File: src/rtl/sim_dtm_bridge.sv
`default_nettype none
// ============================================================================
// Module  : sim_dtm_bridge
// Brief   : Host-to-debug-bus bridge. Requests queue in a FIFO and a
//           four-state FSM issues them one at a time. An optional response
//           watchdog is built when SIM_DTM_TIMEOUT_EN is defined.
// Rev     : 1.0 - initial release
// ============================================================================
module sim_dtm_bridge #(
  parameter int ADDR_W  = 32,
  parameter int DATA_W  = 32,
  parameter int DEPTH   = 4,
  parameter int TIMEOUT = 1024
) (
  input  logic                       clock,
  input  logic                       reset_n,
  // host request channel
  input  logic                       host_req_valid,
  output logic                       host_req_ready,
  input  logic [1:0]                 host_req_op,
  input  logic [ADDR_W-1:0]          host_req_addr,
  input  logic [DATA_W-1:0]          host_req_data,
  // debug-bus request channel
  output logic                       dbg_req_valid,
  input  logic                       dbg_req_ready,
  output logic [1:0]                 dbg_req_op,
  output logic [ADDR_W-1:0]          dbg_req_addr,
  output logic [DATA_W-1:0]          dbg_req_data,
  // debug-bus response channel
  input  logic                       dbg_resp_valid,
  output logic                       dbg_resp_ready,
  input  logic [1:0]                 dbg_resp_resp,
  input  logic [DATA_W-1:0]          dbg_resp_data,
  // host response channel
  output logic                       host_resp_valid,
  input  logic                       host_resp_ready,
  output logic [1:0]                 host_resp_resp,
  output logic [DATA_W-1:0]          host_resp_data,
  // status
  output logic [$clog2(DEPTH+1)-1:0] count,
  output logic                       busy
);

  localparam int PTR_W = $clog2(DEPTH);
  localparam int CNT_W = $clog2(DEPTH + 1);
  localparam logic [CNT_W-1:0] FULL_CNT = CNT_W'(DEPTH);

  typedef enum logic [1:0] {
    S_IDLE   = 2'd0,
    S_ISSUE  = 2'd1,
    S_WAIT   = 2'd2,
    S_RETURN = 2'd3
  } state_t;

  state_t              state_q, state_d;
  logic [PTR_W-1:0]    wr_ptr_q, wr_ptr_d;
  logic [PTR_W-1:0]    rd_ptr_q, rd_ptr_d;
  logic [CNT_W-1:0]    count_q, count_d;
  logic [1:0]          req_op_q, req_op_d;
  logic [ADDR_W-1:0]   req_addr_q, req_addr_d;
  logic [DATA_W-1:0]   req_data_q, req_data_d;
  logic [1:0]          rsp_resp_q, rsp_resp_d;
  logic [DATA_W-1:0]   rsp_data_q, rsp_data_d;

  logic [1:0]          fifo_op_mem   [DEPTH];
  logic [ADDR_W-1:0]   fifo_addr_mem [DEPTH];
  logic [DATA_W-1:0]   fifo_data_mem [DEPTH];

  logic                w_push;
  logic                w_pop;

`ifdef SIM_DTM_TIMEOUT_EN
  localparam int WD_W = $clog2(TIMEOUT + 1);
  localparam logic [WD_W-1:0] WD_LAST = WD_W'(TIMEOUT - 1);
  logic [WD_W-1:0]     wd_q, wd_d;
`endif

  // Ready is purely occupancy based; a same-cycle pop never frees a full slot.
  assign host_req_ready = reset_n && (count_q != FULL_CNT);

  always_comb begin
    w_push   = host_req_valid && host_req_ready &&
               ((host_req_op == 2'd1) || (host_req_op == 2'd2));
    w_pop    = (state_q == S_IDLE) && (count_q != '0);
    wr_ptr_d = w_push ? wr_ptr_q + 1'b1 : wr_ptr_q;
    rd_ptr_d = w_pop  ? rd_ptr_q + 1'b1 : rd_ptr_q;
    count_d  = count_q;
    case ({w_push, w_pop})
      2'b10:   count_d = count_q + 1'b1;
      2'b01:   count_d = count_q - 1'b1;
      default: count_d = count_q;
    endcase
  end

  // Storage carries no reset: entries are only read after being written.
  always_ff @(posedge clock) begin
    if (w_push) begin
      fifo_op_mem[wr_ptr_q]   <= host_req_op;
      fifo_addr_mem[wr_ptr_q] <= host_req_addr;
      fifo_data_mem[wr_ptr_q] <= host_req_data;
    end
  end

  always_comb begin
    state_d         = state_q;
    req_op_d        = req_op_q;
    req_addr_d      = req_addr_q;
    req_data_d      = req_data_q;
    rsp_resp_d      = rsp_resp_q;
    rsp_data_d      = rsp_data_q;
    dbg_req_valid   = 1'b0;
    dbg_resp_ready  = 1'b0;
    host_resp_valid = 1'b0;
`ifdef SIM_DTM_TIMEOUT_EN
    wd_d            = wd_q;
`endif
    case (state_q)
      S_IDLE: begin
        if (w_pop) begin
          req_op_d   = fifo_op_mem[rd_ptr_q];
          req_addr_d = fifo_addr_mem[rd_ptr_q];
          req_data_d = fifo_data_mem[rd_ptr_q];
          state_d    = S_ISSUE;
        end
      end
      S_ISSUE: begin
        dbg_req_valid = 1'b1;
        if (dbg_req_ready) begin
          state_d = S_WAIT;
`ifdef SIM_DTM_TIMEOUT_EN
          wd_d    = '0;
`endif
        end
      end
      S_WAIT: begin
        dbg_resp_ready = 1'b1;
        // A real response wins over a watchdog expiry in the same cycle.
        if (dbg_resp_valid) begin
          rsp_resp_d = dbg_resp_resp;
          rsp_data_d = dbg_resp_data;
          state_d    = S_RETURN;
        end
`ifdef SIM_DTM_TIMEOUT_EN
        else if (wd_q == WD_LAST) begin
          rsp_resp_d = 2'b11;
          rsp_data_d = '0;
          state_d    = S_RETURN;
        end else begin
          wd_d = wd_q + 1'b1;
        end
`endif
      end
      S_RETURN: begin
        host_resp_valid = 1'b1;
        if (host_resp_ready) begin
          state_d = S_IDLE;
        end
      end
      default: state_d = S_IDLE;
    endcase
  end

  always_ff @(posedge clock or negedge reset_n) begin
    if (!reset_n) begin
      state_q    <= S_IDLE;
      wr_ptr_q   <= '0;
      rd_ptr_q   <= '0;
      count_q    <= '0;
      req_op_q   <= '0;
      req_addr_q <= '0;
      req_data_q <= '0;
      rsp_resp_q <= '0;
      rsp_data_q <= '0;
    end else begin
      state_q    <= state_d;
      wr_ptr_q   <= wr_ptr_d;
      rd_ptr_q   <= rd_ptr_d;
      count_q    <= count_d;
      req_op_q   <= req_op_d;
      req_addr_q <= req_addr_d;
      req_data_q <= req_data_d;
      rsp_resp_q <= rsp_resp_d;
      rsp_data_q <= rsp_data_d;
    end
  end

`ifdef SIM_DTM_TIMEOUT_EN
  always_ff @(posedge clock or negedge reset_n) begin
    if (!reset_n) begin
      wd_q <= '0;
    end else begin
      wd_q <= wd_d;
    end
  end
`endif

  assign dbg_req_op     = req_op_q;
  assign dbg_req_addr   = req_addr_q;
  assign dbg_req_data   = req_data_q;
  assign host_resp_resp = rsp_resp_q;
  assign host_resp_data = rsp_data_q;
  assign count          = count_q;
  assign busy           = (state_q != S_IDLE) || (count_q != '0);

endmodule
`default_nettype wire

File: config.mk
export PLATFORM = sky130hd
export DESIGN_NAME = sim_dtm_bridge
export DESIGN_NICKNAME = d
export VERILOG_FILES = /design/src/rtl/sim_dtm_bridge.sv
export SDC_FILE = /design/constraint.sdc
export NUM_CORES = 1
export LEC_CHECK = 0
export ABC_AREA = 1
export CAP_MARGIN = 20
export CORE_ASPECT_RATIO = 1.25
export CORE_MARGIN = 3
export CORE_UTILIZATION = 30
export CTS_BUF_LIST = sky130_fd_sc_hd__clkbuf_2 sky130_fd_sc_hd__clkbuf_4 sky130_fd_sc_hd__clkbuf_8
export DETAILED_ROUTE_END_ITERATION = 10
export DONT_BUFFER_PORTS = 1
export HOLD_SLACK_MARGIN = 0.08
export PLACE_DENSITY = 0.47
export SYNTH_ARGS = -nofsm -noshare
export SYNTH_HDL_FRONTEND = slang
export SYNTH_SLANG_ARGS = --single-unit
File: constraint.sdc
create_clock -name clock -period 5.5 [get_ports clock]
set_input_delay 1.1 -clock clock [delete_from_list [all_inputs] [get_ports clock]]
set_output_delay 1.1 -clock clock [all_outputs]
set_load 0.05 [all_outputs]
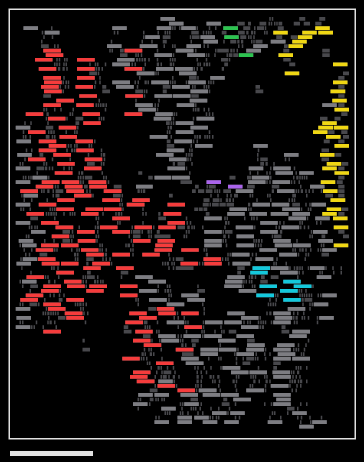
Fig. 1. Sequential cells grouped by signal name (run 1).
The bar under the picture is 50 microns long.
count: marked green, sequential cells 3. fifo_data_mem: marked red, sequential cells 128. fifo_op_mem: marked cyan, sequential cells 8. wr_ptr_q: marked purple, sequential cells 2. host_resp_data: marked yellow, sequential cells 32.
sequential standard cell area: 10700 sq um
Final Core Density: 0.346
sequential power: 0.00531 W

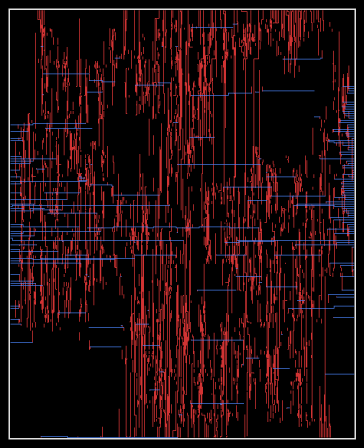
Fig. 2. Routed metal, one colour a layer (run 1).
Two of the layers only.
metal 2: marked red, wire length 18000 microns. metal 3: marked blue, wire length 2700 microns.
Avg WL per Cell: 16.8 microns
gr usage total: 0.135
vias after detailed routing: 9144
Total Wirelength: 35800 microns

==> impl_metrics.csv, run 1 <==
group,metric,value,unit
outcome,outcome,"completed",
synthesis,syn-instance-count,1401,
layout,clock_buffers,98,
synthesis,ys_seq_share,0.705,
placement,place_ws,1980,ps
clock_network,ctsHtreeMaxLevel,3,
layout,logic_gate_count,816,
synthesis,synth_nets,1518,
critical_path,cp-end-kind,"output port",
critical_path,critical_path.cell_chain,"inv_2 -> nand3_1",
placement,dp_hpwl,20600,microns
run,warnings,35,
layout,area_dominant_class,"registers",
layout,signal_buffers,15,
layout,reg_top3,"fifo_addr_mem x128, fifo_data_mem x128",
critical_path,critical_path.top_delay_family,"flip-flops",
synthesis,edf_count,264,
synthesis,top_area_cell,"edfxtp_1",
synthesis,ys_sh_aoi,0.00141,
placement,io_buffers,0,
layout,synthToLayoutAreaGrowth,13.5,%
power_and_ir_drop,vdd_ir_drop_max,0.000273,V
layout,comb_share,0.209,
sta,hold_viol_final,0,
synthesis,yosys_cells,1401,
clock_network,cts_root_buf,"clkbuf_8",
global_routing,overflow,0,
floorplan,core,49600,sq um
critical_path,path_depth,2,
clock_network,ctsResizeCount,0,
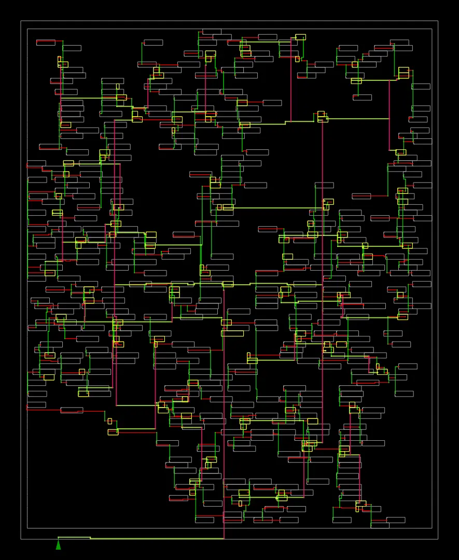
Fig. 3. Clock wiring as the flow saved it (run 1).
worst skew pair latency: 620 ps
CTS sink count: 373
flop count: 373
skew final: 30.8 ps
CTS buffer count: 66

run 1: report_power, final:
group	switching (W)	internal, W	total (W)
Clock	0.00115	0.00147	0.00262
Sequential	0.00178	0.00353	0.00531
Combinational	0.00155	0.000763	0.00231
Total	0.00448	0.00576	0.0102
run 1: routing by layer:
metal	vias up	track usage	routed length, microns
li1	4490	-	-
met1	4358	0.155	14200
met2	229	0.230	18000
met3	67	0.0469	2700
met4	0	0.0542	905
met5	-	0	0
run 1: Yosys cell counts, drive strengths merged, types with 2 or more instances:
library cell	count
inv	151
ha	10
dfrtp	109
clkbuf	15
mux2	34
o21ai	2
nand3	72
nand2	682
edfxtp	264
xor2	2
buf	46
nor2	9
Fig. 4: run 1, routed metal per tile
21 x 26 tiles, from dark purple (low) to yellow (high), scaled to the fullest tile. Values are wire area over tile area, all layers added.
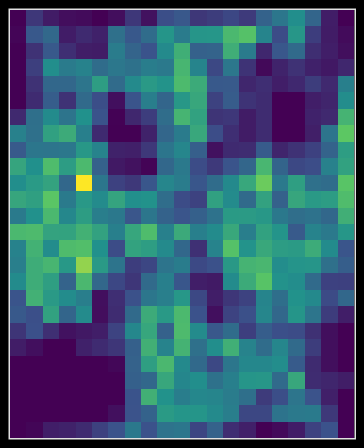

==> run 2, diff against run 1 <==
==> constraint.sdc (replaced) <==
create_clock -name clock -period 3.2 [get_ports clock]
set_input_delay 0.64 -clock clock [delete_from_list [all_inputs] [get_ports clock]]
set_output_delay 0.64 -clock clock [all_outputs]
set_load 0.05 [all_outputs]
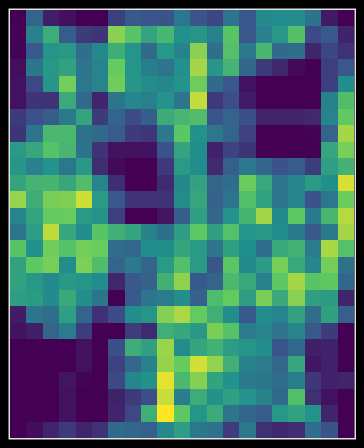
Fig. 5. Routed metal per tile (run 2).
21 x 26 tiles, from dark purple (low) to yellow (high), scaled to the fullest tile. Values are wire area over tile area, all layers added.
12% of the tiles are nearly empty. The emptiest ninth of the die: bottom left. The fullest tile reaches 0.28. The mean over all tiles is 0.11. 36% of the tiles are over half the peak.
Avg WL per Cell: 16.2 microns
gr usage total: 0.135
vias after detailed routing: 9461
Total Wirelength: 36200 microns

==> impl_metrics.csv, run 2 <==
group,metric,value,unit
run,warnings,40,
clock_network,ctsResizeCount,0,
critical_path,start_kind,"register",
critical_path,cp-end-kind,"output port",
global_routing,grt_use_met2,0.239,
power_and_ir_drop,p_comb_frac,0.251,
global_routing,grt_util_met1,0.159,
outcome,outcome,"completed",
detailed_routing,met3_length,2260,microns
critical_path,crit_end,"busy",
synthesis,edf_count,264,
power_and_ir_drop,maxPowerGroup,"registers",
global_routing,top_usage_layer,"met2",
placement,gp_congestion,0.686,
synthesis,yosys_cells,1401,
clock_network,clkLatencyLatePin,640,ps
synthesis,synth_nets,1518,
detailed_routing,drtAntennaViolNets,0,
synthesis,synthDistinctLibCells,23,
synthesis,ys_top_cells_by_count,"nand2_1, edfxtp_1, inv_1",
placement,place_ws,822,ps
power_and_ir_drop,seq-power,0.00878,W
power_and_ir_drop,p_int,0.0104,W
synthesis,syn-instance-count,1401,
critical_path,critical_path.cell_chain,"inv_2 -> nand3_1",
sta,hold_viol_final,0,
synthesis,ys_seq_share,0.705,
floorplan,core,49600,sq um
global_routing,overflow,0,
placement,dp_hpwl,20600,microns
global_routing,met3_usage,0.0357,
power_and_ir_drop,swShare,0.429,
sta,fin_skew,23.5,ps
power_and_ir_drop,clock_power,0.00482,W
power_and_ir_drop,vdd_ir_drop_max,0.000705,V
sta,relSlewSlack,0.416,
clock_network,clock_sinks,373,
clock_network,cts_root_buf,"clkbuf_8",
clock_network,cts_made_buffers,60,
clock_network,ctsHtreeMaxLevel,2,
power_and_ir_drop,clockPowerShare,0.265,
power_and_ir_drop,p_sw,0.00779,W
sta,holdWs,157,ps
synthesis,top_area_cell,"edfxtp_1",
layout,drive_gt1_frac,0.116,
sta,worst_pin_slew,876,ps
synthesis,top_cell,"nand2_1",
placement,io_buffers,0,
detailed_routing,met1_length,14700,microns
[run 2: kinds of logic after synthesis]
kind of cell | after synthesis | synth area share
adders and majority gates | 11 | 0.00960
muxes | 34 | 0.0253
xor gates and xnor gates | 3 | 0.00174
DFF | 373 | 0.705
AOI/OAI and AO/OA | 3 | 0.00141
buffers and inverters | 212 | 0.0602
and+or+nand+nor | 765 | 0.197
[run 2: cell type report]
| cell class | count | area (sq um) |
|---|---|---|
| fill | 5012 | 31300 |
| inverter | 151 | 571 |
| clock buffer | 81 | 1070 |
| tap | 651 | 815 |
| sequential | 373 | 10700 |
| multi-input combinational | 816 | 3590 |
| timing repair buffer | 120 | 1250 |
| antenna | 5 | 12.5 |
| clock inverter | 32 | 370 |
Power is estimated from default activity; no workload was simulated.
